`config.mk`:
```
export PLATFORM = sky130hd
export DESIGN_NAME = wb_write_arbiter
export DESIGN_NICKNAME = d
export VERILOG_FILES = /design/src/rtl/wb_write_arbiter.sv
export SDC_FILE = /design/constraint.sdc
export NUM_CORES = 1
export LEC_CHECK = 0
export CAP_MARGIN = 20
export CORE_MARGIN = 2
export CORE_UTILIZATION = 48
export CTS_CLUSTER_DIAMETER = 120
export DETAILED_ROUTE_END_ITERATION = 8
export PLACE_DENSITY = 0.83
export SLEW_MARGIN = 20
export SYNTH_ARGS = -nofsm -noshare
export SYNTH_HDL_FRONTEND = slang
export SYNTH_SLANG_ARGS = --single-unit
```
`constraint.sdc`:
```
create_clock -name clk_i -period 3.62 [get_ports clk_i]
set_input_delay 0.543 -clock clk_i [delete_from_list [all_inputs] [get_ports clk_i]]
set_output_delay 0.543 -clock clk_i [all_outputs]
set_load 0.005 [all_outputs]
```
`src/rtl/wb_write_arbiter.sv`:
```
// wb_write_arbiter: merges WB-stage and buffered MUL/DIV results into one registered regfile write per cycle.
module wb_write_arbiter #(
  parameter int XLEN       = 32,
  parameter int FIFO_DEPTH = 2
) (
  input  logic                            clk_i,
  input  logic                            rst_i,
  input  logic                            pipe_valid_i,
  input  logic [4:0]                      pipe_rd_i,
  input  logic [XLEN-1:0]                 pipe_data_i,
  input  logic                            mdu_valid_i,
  output logic                            mdu_ready_o,
  input  logic [4:0]                      mdu_rd_i,
  input  logic [XLEN-1:0]                 mdu_data_i,
  input  logic                            issue_valid_i,
  input  logic [4:0]                      issue_rd_i,
  output logic [31:0]                     busy_o,
  output logic [$clog2(FIFO_DEPTH+1)-1:0] fifo_count_o,
  output logic                            w_ena_o,
  output logic [4:0]                      w_address_o,
  output logic [XLEN-1:0]                 w_data_o
);
  localparam int CW = $clog2(FIFO_DEPTH + 1);
  localparam int PW = $clog2(FIFO_DEPTH);
  logic [4:0]      rd_mem [FIFO_DEPTH];
  logic [XLEN-1:0] data_mem [FIFO_DEPTH];
  logic [PW-1:0]   wr_ptr_q, wr_ptr_d, rd_ptr_q, rd_ptr_d;
  logic [CW-1:0]   count_q, count_d;
  logic [31:0]     busy_q, busy_d;
  logic            w_ena_q, w_ena_d;
  logic [4:0]      w_addr_q, w_addr_d;
  logic [XLEN-1:0] w_data_q, w_data_d;
  logic            pipe_sel, push, pop;
  assign mdu_ready_o  = !rst_i && (count_q < CW'(FIFO_DEPTH));
  assign pipe_sel     = pipe_valid_i && (pipe_rd_i != 5'd0);
  assign push         = mdu_valid_i && mdu_ready_o && (mdu_rd_i != 5'd0);
  assign pop          = !pipe_sel && (count_q != '0);
  assign busy_o       = busy_q;
  assign fifo_count_o = count_q;
  assign w_ena_o      = w_ena_q;
  assign w_address_o  = w_addr_q;
  assign w_data_o     = w_data_q;
  always_comb begin
    wr_ptr_d = push ? (wr_ptr_q == PW'(FIFO_DEPTH - 1) ? '0 : wr_ptr_q + 1'b1) : wr_ptr_q;
    rd_ptr_d = pop ? (rd_ptr_q == PW'(FIFO_DEPTH - 1) ? '0 : rd_ptr_q + 1'b1) : rd_ptr_q;
    count_d  = count_q + CW'(push) - CW'(pop);
    w_ena_d  = pipe_sel || pop;
    w_addr_d = pipe_sel ? pipe_rd_i : pop ? rd_mem[rd_ptr_q] : 5'd0;
    w_data_d = pipe_sel ? pipe_data_i : pop ? data_mem[rd_ptr_q] : '0;
    // clear first so a same-cycle issue to the popped register keeps it busy
    busy_d   = busy_q & ~(pop ? 32'd1 << rd_mem[rd_ptr_q] : 32'd0);
    busy_d   = busy_d | (issue_valid_i ? 32'd1 << issue_rd_i : 32'd0);
    busy_d[0] = 1'b0;
  end
  always_ff @(posedge clk_i) begin
    if (rst_i) begin
      wr_ptr_q <= '0;
      rd_ptr_q <= '0;
      count_q  <= '0;
      busy_q   <= '0;
      w_ena_q  <= 1'b0;
      w_addr_q <= 5'd0;
      w_data_q <= '0;
    end else begin
      wr_ptr_q <= wr_ptr_d;
      rd_ptr_q <= rd_ptr_d;
      count_q  <= count_d;
      busy_q   <= busy_d;
      w_ena_q  <= w_ena_d;
      w_addr_q <= w_addr_d;
      w_data_q <= w_data_d;
    end
  end
  always_ff @(posedge clk_i) begin
    if (push) begin
      rd_mem[wr_ptr_q]   <= mdu_rd_i;
      data_mem[wr_ptr_q] <= mdu_data_i;
    end
  end
endmodule

```
==> run_1/m1.png <==
Scale bar: 20 um. Supply wires on this layer in grey.
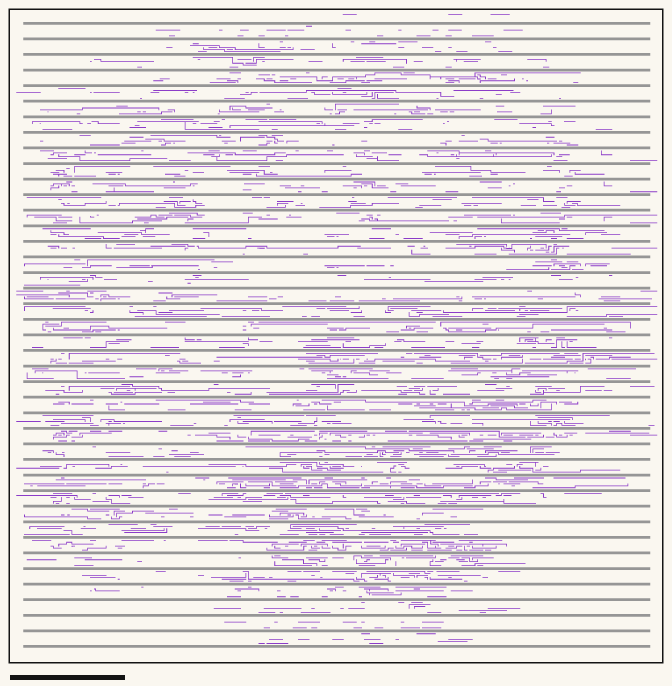
wire length on this layer: 5670 um
share of all routed wire: 40%

==> run_1/m2.png <==
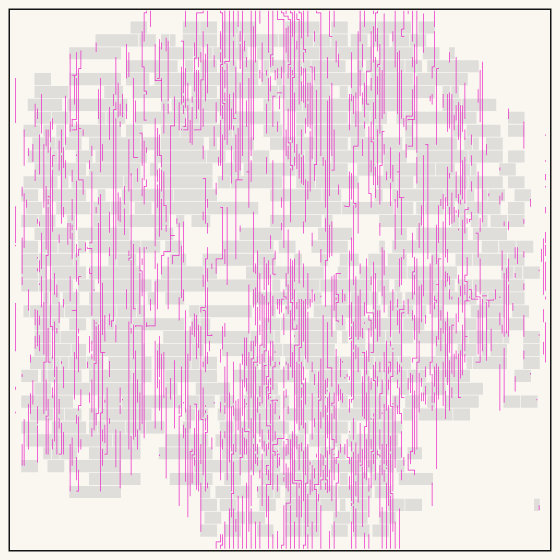
wire length on this layer: 7170 um
nets with wire on the layer: 623
longest straight run: 48.1 um
main direction: vertical

==> run_1/m3.png <==
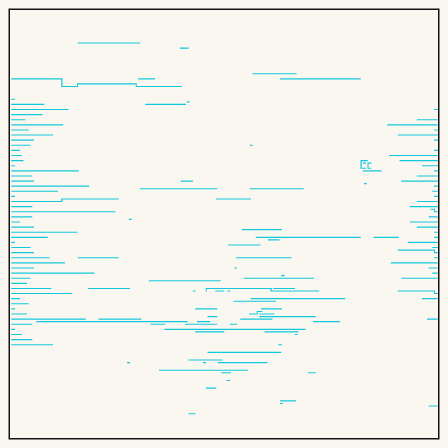
longest straight run: 40.0 um
share of all routed wire: 8.4%
nets with wire on the layer: 124

==> results.txt, run 1 <==
Final #Nets: 717
CTS Hold Bufs: 0
type of origin of the critical path: input port
Least-Margin Pin Slew: 0.819 ns
die height: 114 um
largest net degree at the start of global routing: 75
Clock transition at path regs: 0.06 ns
clock buffer count from CTS: 17
Max Freq: 402 MHz
share of cells above drive strength 1: 14.4%
Layout Utilization: 67.5%
Port Buffers: 155
total gr overflow: 0
worst hold path type: reg2reg
Antenna Cells: 0
die span in x: 114 um
Setup TNS: 0 ns
Layout Skew: 0.00775 ns
Yosys top cell area share: 38.4%
# Cells Yosys: 483
# Post-CTS Setup Buffers: 0
final period utilization: 68.8%
Distinct lib cells used: 45
first-pass GRT wire length: 22.6 mm
CP Data Required Time: 3.89 ns
Syn Inst Count: 483
unrepaired setup endpoints after global routing: false
CP Capture Type: register
ys async rst share: 0%
H-tree Lvls: 4
IO Pins: 157
tool warnings: 26
Place WS: 0.719 ns
drt first pass iters: 7
Synth area leader: edfxtp_1
Floorplan Nets: 569
Core Area: 11900 sq um
clk buf depth: 2
# rows: 40
CTS tree: done
outcome: finished, final reports clean
run 1: worst max-delay path, cell delays in order:
cell,delay (ns)
clkdlybuf4s50_1,0.44
or4_1,0.58
o211ai_1,0.18
buf_4,0.18
ha_1,0.23
inv_1,0.06
ha_1,0.16
xor2_1,0.18
xnor2_1,0.14
nor2_1,0.05
run 1: sequential cells by signal, summed over array words and instances, names as in the netlist, named ones only:
signal and count:
wr_ptr_q 1, w_ena_o 1, rd_ptr_q 1, rd_mem 10, w_address_o 5, w_data_o 32, fifo_count_o 2, busy_o 31
data_mem 64
run 1: through the flow:
stage	power [mW]	instances	instance area (sq um)	hold slack, ns
2_1_floorplan	2.46	483	5790	0.459
3_3_place_gp	2.77	759	7420	0.460
3_5_place_dp	2.80	759	7420	0.460
4_1_cts	4.63	791	8050	0.468
5_1_grt	4.77	791	8050	0.485
6_report	4.60	791	8050	0.468
run 1: final timing paths:
kind | slack, ns | end | cells after the start | from
max reg2reg | 1.27 | busy_o[5] | 4 | fifo_count_o[1]
min | 0.47 | busy_o[22] | 2 | busy_o[22]
max | 1.13 | fifo_count_o[1] | 10 | mdu_rd_i[0]
min reg2reg | 0.47 | busy_o[22] | 2 | busy_o[22]
run 1: metal layers:
metal  vias to the layer above  global-route usage, %  wire length, um
li1                       2090                      -                -
met1                      2139                   27.4             5670
met2                       204                   37.6             7170
met3                        33                   6.80             1200
met4                         0                   9.19              291
met5                         -                      0                0
run 1: kinds of logic (layout without fill, tap and decap cells):
logic type,Yosys count,in the layout,share of synthesized area (%)
AND/OR/NAND/NOR,143,143,12.1
flip-flops,148,148,63.9
buffers and inverters,36,197,3.09
XOR/XNOR,3,3,0.454
adder cells (fa/ha/maj),2,2,0.432
AND-OR/OR-AND,113,113,12.7
other,1,1,0.0647
multiplexers,37,37,7.24
run 1: power by group:
group | total (mW) | switching (mW) | internal [mW] | leakage [nW]
Sequential | 1.96 | 0.0703 | 1.89 | 1.28
Clock | 1.82 | 0.638 | 1.19 | 0.294
Combinational | 0.820 | 0.440 | 0.380 | 1.13
Total | 4.60 | 1.15 | 3.45 | 2.71
run 1: layout make-up:
class	count	area [sq um]
tap	147	184
clock buffer	22	464
inverter	3	11.3
fill	863	3870
timing repair buffer	162	1600
multi-input combinational	299	1930
sequential	148	3700
clock inverter	10	156
run 1: cell usage in the layout (no fill, tap or decap), drive strengths merged, types with 2 or more instances in the layout:
cell type	count
nand3	38
nor2b	3
nor3b	2
nand2	56
ha	2
or3	5
nand2b	3
clkbuf	22
clkdlybuf4s50	154
a21oi	70
bufinv	4
nor3	2
o21a	2
buf	8
edfxtp	74
xnor2	2
nor2	13
o41ai	27
inv	3
dfxtp	74
clkinvlp	3
nand4bb	2
o31ai	5
clkinv	3
or2	13
mux2	36
==> run_1/congestion_map.png <==
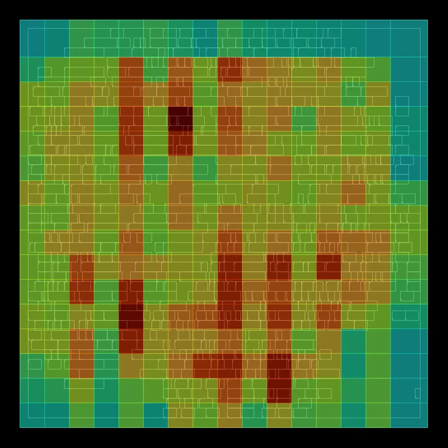

==> inputs of run 2 (changes only) <==
==> constraint.sdc (replaced) <==
create_clock -name clk_i -period 2.5 [get_ports clk_i]
set_input_delay 0.375 -clock clk_i [delete_from_list [all_inputs] [get_ports clk_i]]
set_output_delay 0.375 -clock clk_i [all_outputs]
set_load 0.005 [all_outputs]
==> run_2/congestion_map.png <==
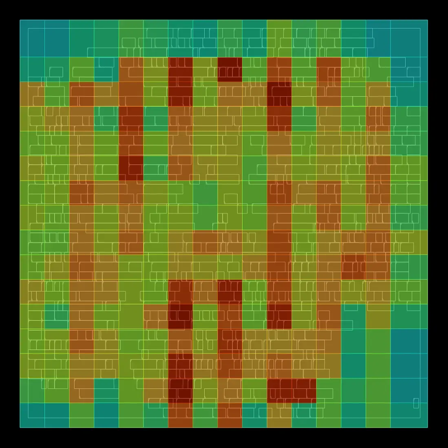
mean routed wirelength per cell: 18.5 um
Layout Utilization: 67.8%
GRT Total Usage: 23.2%
M3 GR Usage: 7.17%
GR Util met2: 39.8%

==> run 2 against run 1 <==
Net effect:
- worst hold slack better by 0.0016 ns
- wire length up 3.6%
- via count up 0.54%
- utilization up 0.30 points
- area after synthesis unchanged
- synthesized cell count unchanged
- critical endpoint unchanged
==> results.txt, run 2 <==
IO Pins: 157 (unchanged)
Slew Viols, Final: 0 (unchanged)
via density per instance: 5.59 (was 5.65)
Largest register FFs: 64 (unchanged)
Top Layout Cells: clkdlybuf4s50_1, edfxtp_1, dfxtp_1 (unchanged)
PwrDens: 791 nW/um^2 (was 572 nW/um^2)
CTS sink cnt: 148 (unchanged)
Distinct lib cells used: 45 (unchanged)
crit path kind: in2reg (unchanged)
Worst R2R End: busy_o[5] (unchanged)
Post-synth top flop: edfxtp_1 (unchanged)
clk buf depth: 2 (unchanged)
R2R Setup Slk: 0.47 ns (was 1.27 ns)
outcome: finished, final reports clean (unchanged)
Synth top cells by count: dfxtp_1, edfxtp_1, a21oi_1 (unchanged)
unrepaired setup endpoints after global routing: false (unchanged)
Clock transition at path regs: 0.06 ns (about the same)
number of global-route vias before repair: 4527 (was 4515)
die height: 114 um (unchanged)
ys async rst share: 0% (unchanged)
DRT antenna net count: 0 (unchanged)
CTS Hold Bufs: 0 (unchanged)
worst hold path type: reg2reg (unchanged)
root buffer cell: clkbuf_16 (unchanged)
Layout Skew: 0.00743 ns (was 0.00775 ns)
share of cells above drive strength 1: 16.2% (was 14.4%)
H-tree Lvls: 4 (unchanged)
type of origin of the critical path: input port (unchanged)
Crit Path Max Fanout: 3 (was 4)
CTS tree: done (unchanged)
Mapped Area: 5790 sq um (unchanged)
total gr overflow: 0 (unchanged)
clock buffer count from CTS: 17 (unchanged)
largest net degree at the start of global routing: 75 (unchanged)
Floorplan Nets: 569 (unchanged)
post-route design area: 8080 sq um (was 8050 sq um)
Synth area leader: edfxtp_1 (unchanged)
Port Buffers: 155 (unchanged)
end of the worst hold path: busy_o[1] (was busy_o[22])
clk latency late pin: 0.42 ns (was 0.41 ns)
DP Area: 7510 sq um (was 7420 sq um)
Antenna Cells: 0 (unchanged)
reg2reg path depth: 5 (was 4)
r2r startpoint: fifo_count_o[1] (unchanged)
final count of negative-setup-slack endpoints: 0 (unchanged)
Fillers: 851 (was 863)
Rel. slew slack: 47.5% (was 45.2%)
# Post-CTS Setup Buffers: 0 (unchanged)
hold path depth: 2 (unchanged)
CP Capture Type: register (unchanged)
first-pass GRT wire length: 23.1 mm (was 22.6 mm)
most numerous logic cell after layout: clkdlybuf4s50_1 (unchanged)
final period utilization: 88.8%
gp weighted congestion: 0.862 (was 0.863)
CP Data Required Time: 2.78 ns (was 3.89 ns)
antenna violations before repair: 0 (unchanged)
Core Area: 11900 sq um (unchanged)
Area growth syn-to-layout: 39.5% (was 38.9%)
drt first pass iters: 6 (was 7)
Least-Margin Pin Slew: 0.788 ns (was 0.819 ns)
logic area: 1930 sq um (unchanged)
Yosys top cell area share: 38.4% (unchanged)
final hold violations: 0 (unchanged)
Final #Nets: 730 (was 717)
DR DRC count: 0 (unchanged)
# rows: 40 (unchanged)
largest reg by FF count: data_mem (unchanged)
# Cells Yosys: 483 (unchanged)
Max Freq: 450 MHz
crit path time final: 2.22 ns
register area: 3700 sq um (unchanged)
post_cts resized: 0 (unchanged)
yosys warning tally: 0 (unchanged)
hold_sp: busy_o[1] (was busy_o[22])
worst hold slack: 0.469 ns (was 0.468 ns)
worst endpoint data arrival time: 2.50 ns (was 2.76 ns)
yosys stat area: 5790 sq um (unchanged)
tool warnings: 27 (was 26)
die span in x: 114 um (unchanged)
Syn Inst Count: 483 (unchanged)
overall power: 6.39 mW (was 4.60 mW)
-- run 2: cell type report --
type	count	share of cell area, %
Clock buffer	20	5.40
Clock inverter	11	1.11
Inverter	3	0.139
Multi-Input combinational cell	299	23.8
Sequential cell	148	45.8
Tap cell	147	2.28
Timing Repair Buffer	175	21.4
-- run 2: cell families after synthesis --
group / synth area share [%]
other: 0.0647
buffers and inverters: 3.09
AOI/OAI and AO/OA: 12.7
adders and majority gates: 0.432
muxes: 7.24
and+or+nand+nor: 12.1
DFF: 63.9
xor gates and xnor gates: 0.454
-- run 2: how the worst max path moves through the flow --
stage | from | endpoint | cells past startpoint
6_report | mdu_rd_i[0] | fifo_count_o[1] | 9
5_1_grt | mdu_rd_i[0] | fifo_count_o[1] | 9
4_1_cts | mdu_rd_i[4] | data_mem[0][27] | 5
3_5_place_dp | mdu_rd_i[4] | data_mem[0][30] | 5
3_3_place_gp | mdu_rd_i[0] | fifo_count_o[1] | 9
2_1_floorplan | rst_i | data_mem[0][0] | 3
-- run 2: worst max-delay path, cell delays in order --
cell and delay (ns):
clkdlybuf4s50_1 0.43, or4_1 0.60, o211ai_1 0.27, ha_1 0.27, inv_1 0.06, ha_1 0.14, xor2_1 0.17, xnor2_1 0.14
nor2_1 0.05
-- run 2: stage by stage --
step / cells / setup WS [ns] / setup TNS (ns)
after CTS: 801 / 0.317 / 0
after global placement: 770 / -0.0992 / -2.83
final: 803 / 0.279 / 0
after global routing: 803 / 0.167 / 0
after detailed placement: 770 / -0.121 / -7.31
after floorplan: 483 / -0.231 / -17.08
-- run 2: routing by layer --
layer	track usage, %	wire (um)	vias to the layer above
met5	0	0	-
met2	39.8	7490	207
met3	7.17	1040	23
met1	27.5	6010	2145
li1	-	-	2115
met4	8.86	312	0
-- run 2: where the power goes --
| part | total (mW) | leakage, nW | switching, mW | internal (mW) |
|---|---|---|---|---|
| clock | 2.29 | 0.251 | 0.947 | 1.35 |
| sequential | 2.80 | 1.28 | 0.0738 | 2.73 |
| combinational | 1.29 | 1.21 | 0.689 | 0.603 |
| total | 6.39 | 2.74 | 1.71 | 4.68 |
==> run_2/m1.png <==
Scale bar: 20 um. Supply wires on this layer in grey.
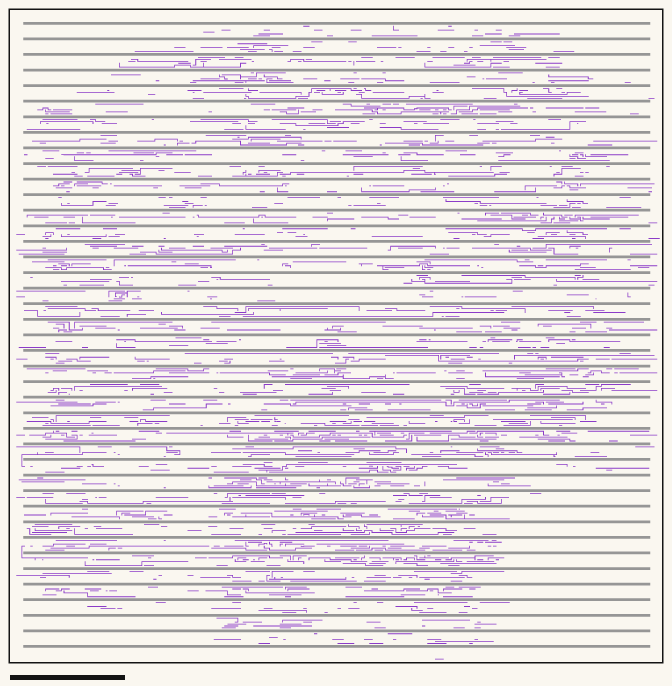

==> inputs of run 3 (changes only) <==
--- a/config.mk
+++ b/config.mk
@@ -7,11 +7,12 @@
 export LEC_CHECK = 0
 export CAP_MARGIN = 20
 export CORE_MARGIN = 2
-export CORE_UTILIZATION = 48
+export CORE_UTILIZATION = 30
 export CTS_CLUSTER_DIAMETER = 120
 export DETAILED_ROUTE_END_ITERATION = 8
-export PLACE_DENSITY = 0.83
+export PLACE_DENSITY = 0.57
 export SLEW_MARGIN = 20
 export SYNTH_ARGS = -nofsm -noshare
 export SYNTH_HDL_FRONTEND = slang
 export SYNTH_SLANG_ARGS = --single-unit
+export TNS_END_PERCENT = 1
==> run_3/m1.png <==
Scale bar: 50 um. Supply wires on this layer in grey.
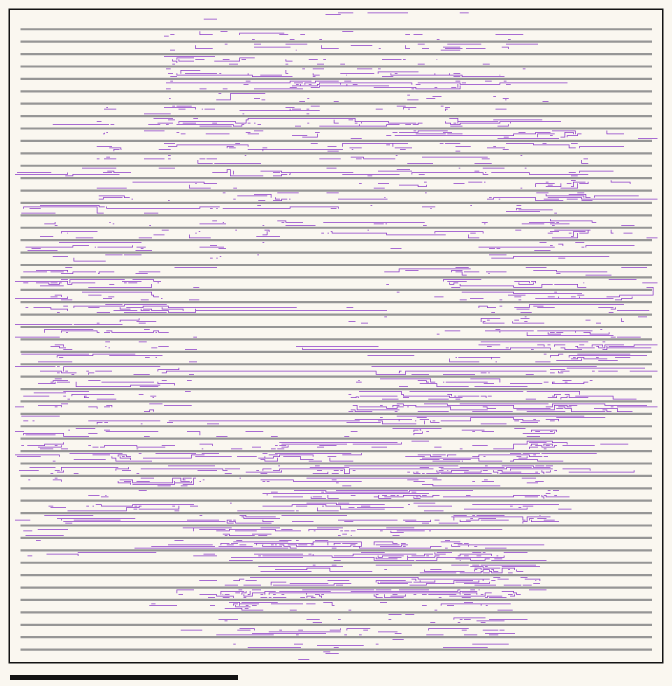
longest straight run: 49.2 um
wire length on this layer: 6840 um

==> run 3 against run 2 <==
Net effect:
- critical path type unchanged
- combinational power about the same
- register-to-register slack about the same
- via count decreased by 1.7%
==> results.txt, run 3 <==
outcome: finished, final reports clean (unchanged)
sw frac: 26.5% (was 26.8%)
antenna violations before repair: 0 (unchanged)
largest net degree at the start of global routing: 75 (unchanged)
most numerous logic cell after layout: clkdlybuf4s50_1 (unchanged)
Distinct lib cells used: 45 (unchanged)
CTS tree: done (unchanged)
tool warnings: 27 (unchanged)
root buffer cell: clkbuf_16 (unchanged)
# rows: 50 (was 40)
Clock power frac: 37.1% (was 35.9%)
CTS sink cnt: 148 (unchanged)
Final #Nets: 732 (was 730)
Place WS: -0.128 ns (was -0.121 ns)
combinational share of power: 19.8% (was 20.2%)
Max Freq: 458 MHz (was 450 MHz)
die height: 143 um (was 114 um)
Crit Path Max Fanout: 2 (was 3)
worst hold path type: reg2reg (unchanged)
Layout Utilization: 43.9% (was 67.8%)
IO Pins: 157 (unchanged)
gp weighted congestion: 0.812 (was 0.862)
total gr overflow: 0 (unchanged)
metal3 WL: 986 um (was 1.04 mm)
Int Pwr: 4.79 mW (was 4.68 mW)
first-pass GRT wire length: 24.1 mm (was 23.1 mm)
type of origin of the critical path: input port (unchanged)
Mapped Area: 5790 sq um (unchanged)
number of global-route vias before repair: 4586 (was 4527)
# Cells Yosys: 483 (unchanged)
Core Area: 18800 sq um (was 11900 sq um)
sequential fraction of design power: 43.1% (was 43.9%)
dpl cells: 885 (was 770)
Synth top cells by count: dfxtp_1, edfxtp_1, a21oi_1 (unchanged)
post_cts resized: 0 (unchanged)
top sig layer: met4 (unchanged)
DRT antenna net count: 0 (unchanged)
# Post-CTS Setup Buffers: 0 (unchanged)
Syn Inst Count: 483 (unchanged)
GRT Total Usage: 15.5% (was 23.2%)
clk latency late pin: 0.42 ns (about the same)
Top Layout Cells: clkdlybuf4s50_1, edfxtp_1, dfxtp_1 (unchanged)
Slew Viols, Final: 0 (unchanged)
yosys warning tally: 0 (unchanged)
clk buf depth: 2 (unchanged)
final hold violations: 0 (unchanged)
final period utilization: 87.4% (was 88.8%)
PwrDens: 788 nW/um^2 (was 791 nW/um^2)
Area growth syn-to-layout: 42.8% (was 39.5%)
Largest register FFs: 64 (unchanged)
H-tree Lvls: 4 (unchanged)
Clock transition at path regs: 0.06 ns (about the same)
unrepaired setup endpoints after global routing: false (unchanged)
overall power: 6.52 mW (was 6.39 mW)
DR DRC count: 0 (unchanged)
run 3: final timing paths:
| check | start | end | slack, ns | cells after the start |
|---|---|---|---|---|
| setup / recovery | mdu_rd_i[0] | fifo_count_o[1] | 0.31 | 9 |
| hold / removal | busy_o[30] | busy_o[30] | 0.46 | 2 |
| setup reg to reg | register | busy_o[9] | 0.47 | 4 |
| hold reg to reg | busy_o[30] | busy_o[30] | 0.46 | 2 |
run 3: per-stage QoR:
| step | TNS [ns] | hold WS (ns) | area [sq um] |
|---|---|---|---|
| final | 0 | 0.462 | 8270 |
| after global routing | 0 | 0.486 | 8270 |
| after CTS | 0 | 0.462 | 8230 |
| after detailed placement | -8.29 | 0.455 | 7660 |
| after global placement | -4.63 | 0.455 | 7660 |
| after floorplan | -17.08 | 0.459 | 5790 |
run 3: per-layer routing:
| layer | global-route usage (%) | vias up |
|---|---|---|
| li1 | - | 2120 |
| met1 | 19.6 | 2118 |
| met2 | 24.9 | 153 |
| met3 | 4.43 | 21 |
| met4 | 6.57 | 0 |
| met5 | 0 | - |
run 3: cells by family (layout without fill, tap and decap cells):
family / after synthesis / in the layout / share of synthesized area (%)
compound gates: 113 / 113 / 12.7
buf+inv: 36 / 212 / 3.09
mux: 37 / 37 / 7.24
simple gates: 143 / 143 / 12.1
xor+xnor: 3 / 3 / 0.454
fa+ha+maj: 2 / 2 / 0.432
other cells: 1 / 1 / 0.0647
flops: 148 / 148 / 63.9
run 3: power groups by stage:
stage	combinational, mW	sequential (mW)	clock [mW]
final	1.29	2.81	2.42
after global routing	1.42	2.83	2.58
after CTS	1.29	2.81	2.47
after detailed placement	1.28	2.86	0
after global placement	1.28	2.86	0
after floorplan	0.714	2.84	0
run 3: cell type report:
cell class                 count  area [sq um]
fill                        1774         10600
sequential                   148          3700
multi-input combinational    299          1930
timing repair buffer         177          1740
clock buffer                  25           527
tap                          260           325
clock inverter                 7          42.5
inverter                       3          11.3
run 3: worst max-delay path, stage by stage:
cell and delay, ns:
clkdlybuf4s50_1 0.42, or4_1 0.54, o211ai_1 0.26, ha_1 0.28
inv_1 0.06, ha_1 0.15, xor2_1 0.18, xnor2_1 0.14
nor2_1 0.05

==> notes/layouts.md <==
Pictures saved along the way, in no particular order.

Signal wires on met4.
Plate I
Scale bar: 20 um. Supply wires on this layer in grey.
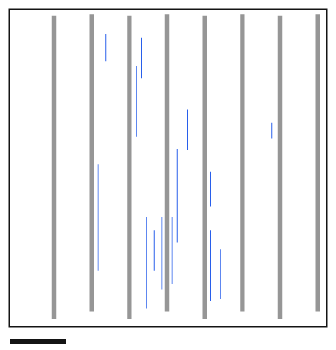
Plate II
Scale bar: 50 um. Supply wires on this layer in grey.
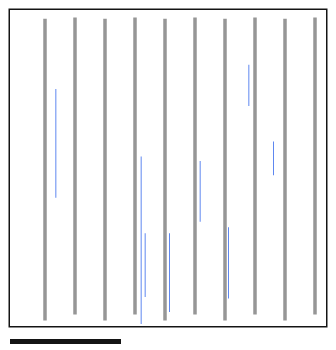
Plate I -> run 1
Plate II -> run 3

Power and IR drop assume default switching activity.
